==> config.mk <==
export PLATFORM = sky130hd
export DESIGN_NAME = sigmoid_pla_pipe
export DESIGN_NICKNAME = d
export VERILOG_FILES = /design/src/rtl/sigmoid_pla_pipe.sv
export SDC_FILE = /design/constraint.sdc
export NUM_CORES = 1
export LEC_CHECK = 0
export ABC_AREA = 1
export CAP_MARGIN = 20
export CORE_ASPECT_RATIO = 1.4
export CORE_UTILIZATION = 50
export DETAILED_ROUTE_END_ITERATION = 10
export MAX_ROUTING_LAYER = met4
export PLACE_DENSITY = 0.67
export SYNTH_ARGS = -nofsm -noshare
export SYNTH_HDL_FRONTEND = slang
export SYNTH_SLANG_ARGS = --single-unit
==> constraint.sdc <==
create_clock -name clk -period 7.7 [get_ports clk]
set_input_delay 1.54 -clock clk [delete_from_list [all_inputs] [get_ports clk]]
set_output_delay 1.54 -clock clk [all_outputs]
set_load 0.005 [all_outputs]
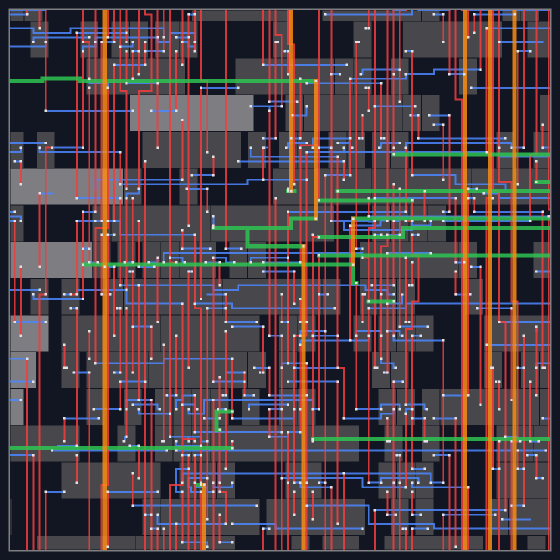
Figure 1: run 1, close-up of the layout.
Region (79, 173) to (119, 213) um. Cells in gray, sequential cells in the stronger gray; small squares are vias.
Key: met4 = orange; met3 = green; met1 = blue; met2 = red
126 logic cells have their middle in the window. Most frequent: nand2_1 (49), inv_1 (48), fa_1 (21). Sequential cells in the window: 3.

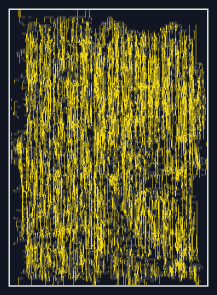
Figure 2: run 1, the metal 2 layer.
Drawn at 1 px/um. Cells faint in the background.
2984 nets have wire on it. The layer holds 51% of the routed length.
grt met2 use: 47.6%
final WL: 71100 um
DR vias: 22324

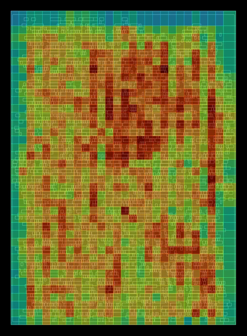
Figure 3: run 1, routing congestion map.
wire per inst: 17.2 um
final core occ: 55.3%

==> Changelog: implementation, run 1 <==
### Changed

* Full die area at 0.0542 mm^2
* Post-route ant nets at 0
* Worst Tran Pin Value at 0.904 ns
* Clock root buffer: clkbuf_16
* Syn. warnings at 0
* Antenna cell count at 1
* Syn Area/Cell at 7.68 um^2
* Worst path top cell family by delay: adder cells
* Initial Util at 50.9%
* Met3 WL at 3620 um
* Top cells excl fill/tap: nand2_1 (1081), inv_1 (536), dfrtp_1 (367), o21ai_0 (317), fa_1 (194)
* Worst Path Arrival at 6.96 ns
* Setup tns final at 0 ns
* Cell type with the largest total area: dfrtp_1
* Synth Register Bits at 367
* Status: completed
* DRT iter0 DRCs at 1514
* Non-clk buf share at 3.32%
* Largest stage delay, worst path at 0.91 ns
* Final Max Tran Viols at 0
* Commonest Layout Cell: nand2_1
* Hold path cells at 2
* Stages on worst setup path at 23
* Core area at 0.0524 mm^2
* Critical Path End Type: flop
* Fin crit share at 85.0%
* DR WL met2 at 36000 um
* Worst EP required at 8.12 ns
* Yosys cell types at 47
* Top-area cell share at 34.5%
* Area reported by Yosys stat at 0.0266 mm^2
* Crit Path Max Fanout at 17
* R2R Setup Slk at 1.16 ns
* Vias per cell at 5.39
* Cell Area, Placed at 0.0276 mm^2
[run 1: metrics by stage]
step / setup WS (ns)
global placement: 1.34
global route: 0.847
finish: 1.16
detailed placement: 1.21
floorplan: 1.86
CTS: 1.20
[run 1: cells in the mapped netlist (2+ instances only)]
| cell type | number |
|---|---|
| and2_1 | 2 |
| o21ai_0 | 317 |
| buf_6 | 8 |
| o21a_1 | 2 |
| a21o_1 | 3 |
| nand2_1 | 1088 |
| nand3b_1 | 4 |
| buf_2 | 15 |
| nand4_1 | 109 |
| a31oi_1 | 36 |
| nand3_1 | 158 |
| o21bai_1 | 4 |
| xor2_1 | 16 |
| nor2_1 | 136 |
| nor3_1 | 14 |
| o211ai_1 | 2 |
| nand2_2 | 4 |
| fa_1 | 194 |
| clkbuf_1 | 158 |
| buf_1 | 10 |
| buf_4 | 14 |
| nor2_4 | 2 |
| xnor2_1 | 13 |
| o21ai_1 | 35 |
| or2_2 | 6 |
| dfrtp_1 | 367 |
| a21oi_1 | 78 |
| nand3_2 | 2 |
| ha_1 | 119 |
| inv_1 | 538 |
[run 1: cell families (layout without fill, tap and decap cells)]
group	after synthesis	after routing	share of synthesized area (%)
AOI/OAI and AO/OA	484	484	9.44
xor gates and xnor gates	29	29	0.953
adders and majority gates	313	313	20.2
buffers and inverters	745	708	11.0
DFF	367	367	34.5
other	0	1	0
and+or+nand+nor	1533	1533	24.0
--- run 2 (diff from run 1) ---
- PLACE_DENSITY: 0.67 -> 0.69
- clock period: 7.7 -> 5.4 ns (I/O delays scaled with it)
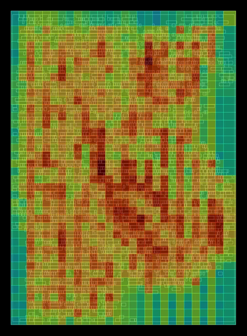
Figure 4: run 2, routing congestion map.
grt met2 use: 47.6%
met1 GRT Util: 32.5%
Most Used Layer, Global Route: met2

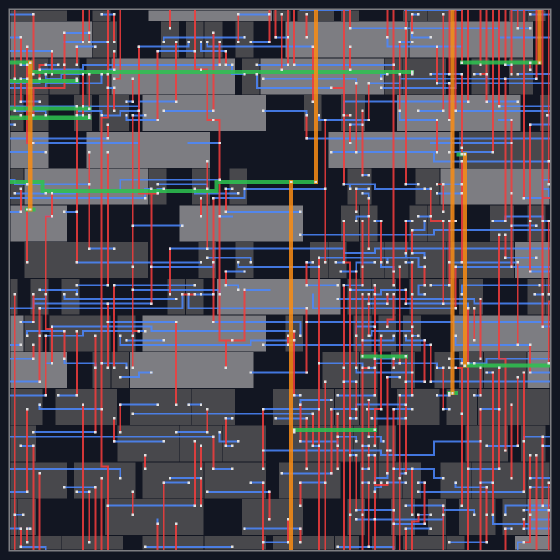
Figure 5: run 2, close-up of the layout.
Region (79, 173) to (119, 213) um. Cells in gray, sequential cells in the stronger gray; small squares are vias.
Key: met3 = green; met2 = red; met4 = orange; met1 = blue
Sequential cells in the window: 16. Most frequent: nand2_1 (38), dfrtp_1 (16), ha_1 (12). 119 logic cells have their middle in the window.

==> Changelog: implementation, run 2 <==
### Changed

* Status: complete, but fails checks (was completed)
* Failing checks: setup timing
* Synth top cells by count: nand2_1 (1088), inv_1 (538), dfrtp_1 (367), o21ai_0 (317), fa_1 (194) (unchanged)
* Final Max Tran Viols at 0 (unchanged)
* Crit Path Max Fanout at 6 (was 17)
* Clock tree buffer depth at 3 (unchanged)
* Top-area cell share at 34.5% (unchanged)
* Synth Register Bits at 367 (unchanged)
* Worst EP required at 5.82 ns (was 8.12 ns)
* Dominant kind of combinational cell: simple AND/OR/NAND/NOR gates (unchanged)
* Cell type with the largest total area: dfrtp_1 (unchanged)
* R2R Setup Slk at -0.17 ns (was 1.16 ns)
* Syn. warnings at 0 (unchanged)
* Reg2Reg Depth at 26 (was 23)
* Fmax at 180 MHz (was 153 MHz)
* Post-Syn Nets at 3840 (unchanged)
* I/O pin cnt at 74 (unchanged)
* DR WL met2 at 35500 um (was 36000 um)
* Wire per inst at 16.0 um (was 17.2 um)
* Cell Area, Placed at 0.0289 mm^2 (was 0.0276 mm^2)
* XOR/XNOR Area Share at 0.953% (unchanged)
* Pre-CTS WS at -0.285 ns (was 1.21 ns)
* Top-count cell post-synth: nand2_1 (unchanged)
* Largest stage delay, worst path at 0.55 ns (was 0.91 ns)
* Initial antenna violation count at 8 (was 1)
* Area reported by Yosys stat at 0.0266 mm^2 (unchanged)
* Fin crit share at 103% (was 85.0%)
* # port buffers at 73 (unchanged)
* Full die area at 0.0542 mm^2 (unchanged)
* Share of cells above drive strength 1 at 10.8% (was 3.49%)
* Met3 WL at 3220 um (was 3620 um)
* Core area at 0.0524 mm^2 (unchanged)
* Synth mux share at 0% (unchanged)
* Yosys cell types at 47 (unchanged)
* # setup viols final at 11 (was 0)
* DPL Wire Length at 48000 um (was 48600 um)
* CP max stage cell: fa_1 (was dfrtp_1)
* Commonest Layout Cell: nand2_1 (unchanged)
* Top cells excl fill/tap: nand2_1 (1062), inv_1 (523), dfrtp_1 (347), o21ai_0 (301), fa_1 (189) (was nand2_1 (1081), inv_1 (536), dfrtp_1 (367), o21ai_0 (317), fa_1 (194))
* Most used cell, CP: fa_1 (unchanged)
* Vias per cell at 5.25 (was 5.39)
* Ao+oa area frac at 9.44% (unchanged)
* Clock root buffer: clkbuf_16 (unchanged)
* Simple-Gate Area Share at 24.0% (unchanged)
* Hold path cells at 2 (unchanged)
* Gp weighted congestion at 0.940 (was 0.935)
* Adders+Majority by Area at 20.2% (unchanged)
* Critical Path End Type: flop (unchanged)
* DRT iter0 DRCs at 1520 (was 1514)
* Crit path setup slack, layout at -0.171 ns (was 1.16 ns)
* Async set or reset register ratio after synthesis at 100% (unchanged)
* Worst Path Arrival at 5.99 ns (was 6.96 ns)
* Syn Area/Cell at 7.68 um^2 (unchanged)
* Initial Util at 50.9% (unchanged)
* Clock skew at 0.0252 ns (was 0.0152 ns)
* Post-route ant nets at 0 (unchanged)
* Worst Tran Pin Value at 0.901 ns (was 0.904 ns)
* Tool warnings at 35 (was 30)
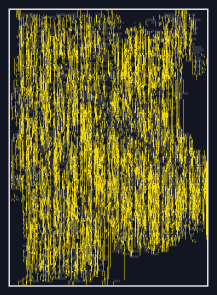
Figure 6: run 2, the metal 2 layer.
Drawn at 1 px/um. Cells faint in the background.
The wires run mostly vertical. The layer holds 51% of the routed length. 3090 nets have wire on it. The longest straight run is 79.0 um. The layer carries 35.5 mm of wire.
final WL: 68900 um
DR vias: 22636

-- run 2: cell counts after synthesis --
No cell type changed its count.
-- run 2: logic make-up (layout without fill, tap and decap cells) --
kind of cell,Yosys count,in the layout
AND/OR/NAND/NOR,1533,1533
other,0,9
buffers and inverters,745,867
adder cells (fa/ha/maj),313,313
XOR/XNOR,29,29
AND-OR/OR-AND,484,484
flip-flops,367,367
-- run 2: through the flow --
stage	utilization [%]	cells	setup TNS [ns]
6_report	58.9	4309	-1.15
5_1_grt	58.9	4308	-4.52
4_1_cts	58.1	4289	-1.11
3_5_place_dp	55.2	4212	-2.53
3_3_place_gp	55.2	4212	-1.82
2_1_floorplan	-	3471	-0.0457
-- run 2: layout make-up --
class,count,area (um^2)
Inverter,539,2030
Sequential cell,367,9210
Clock buffer,51,1050
Fill cell,4760,21600
Tap cell,707,885
Multi-Input combinational cell,2359,15100
Timing Repair Buffer,263,2330
Clock inverter,14,239
Antenna cell,9,22.5
-- run 2: worst max-delay path: cells and delay by family, from the launching register on --
kind	cells	cell delay (ns)
flops	1	0.48
compound gates	3	0.34
simple gates	10	0.84
fa+ha+maj	7	3.34
buf+inv	6	0.42
-- run 2: what timing repair did --
item,in CTS,in global routing
resized,48,84
endpoints found under the hold margin,0,0
pin swaps,32,23
cloned,0,0
endpoints found under the setup margin,16,19
setup buffers,13,11
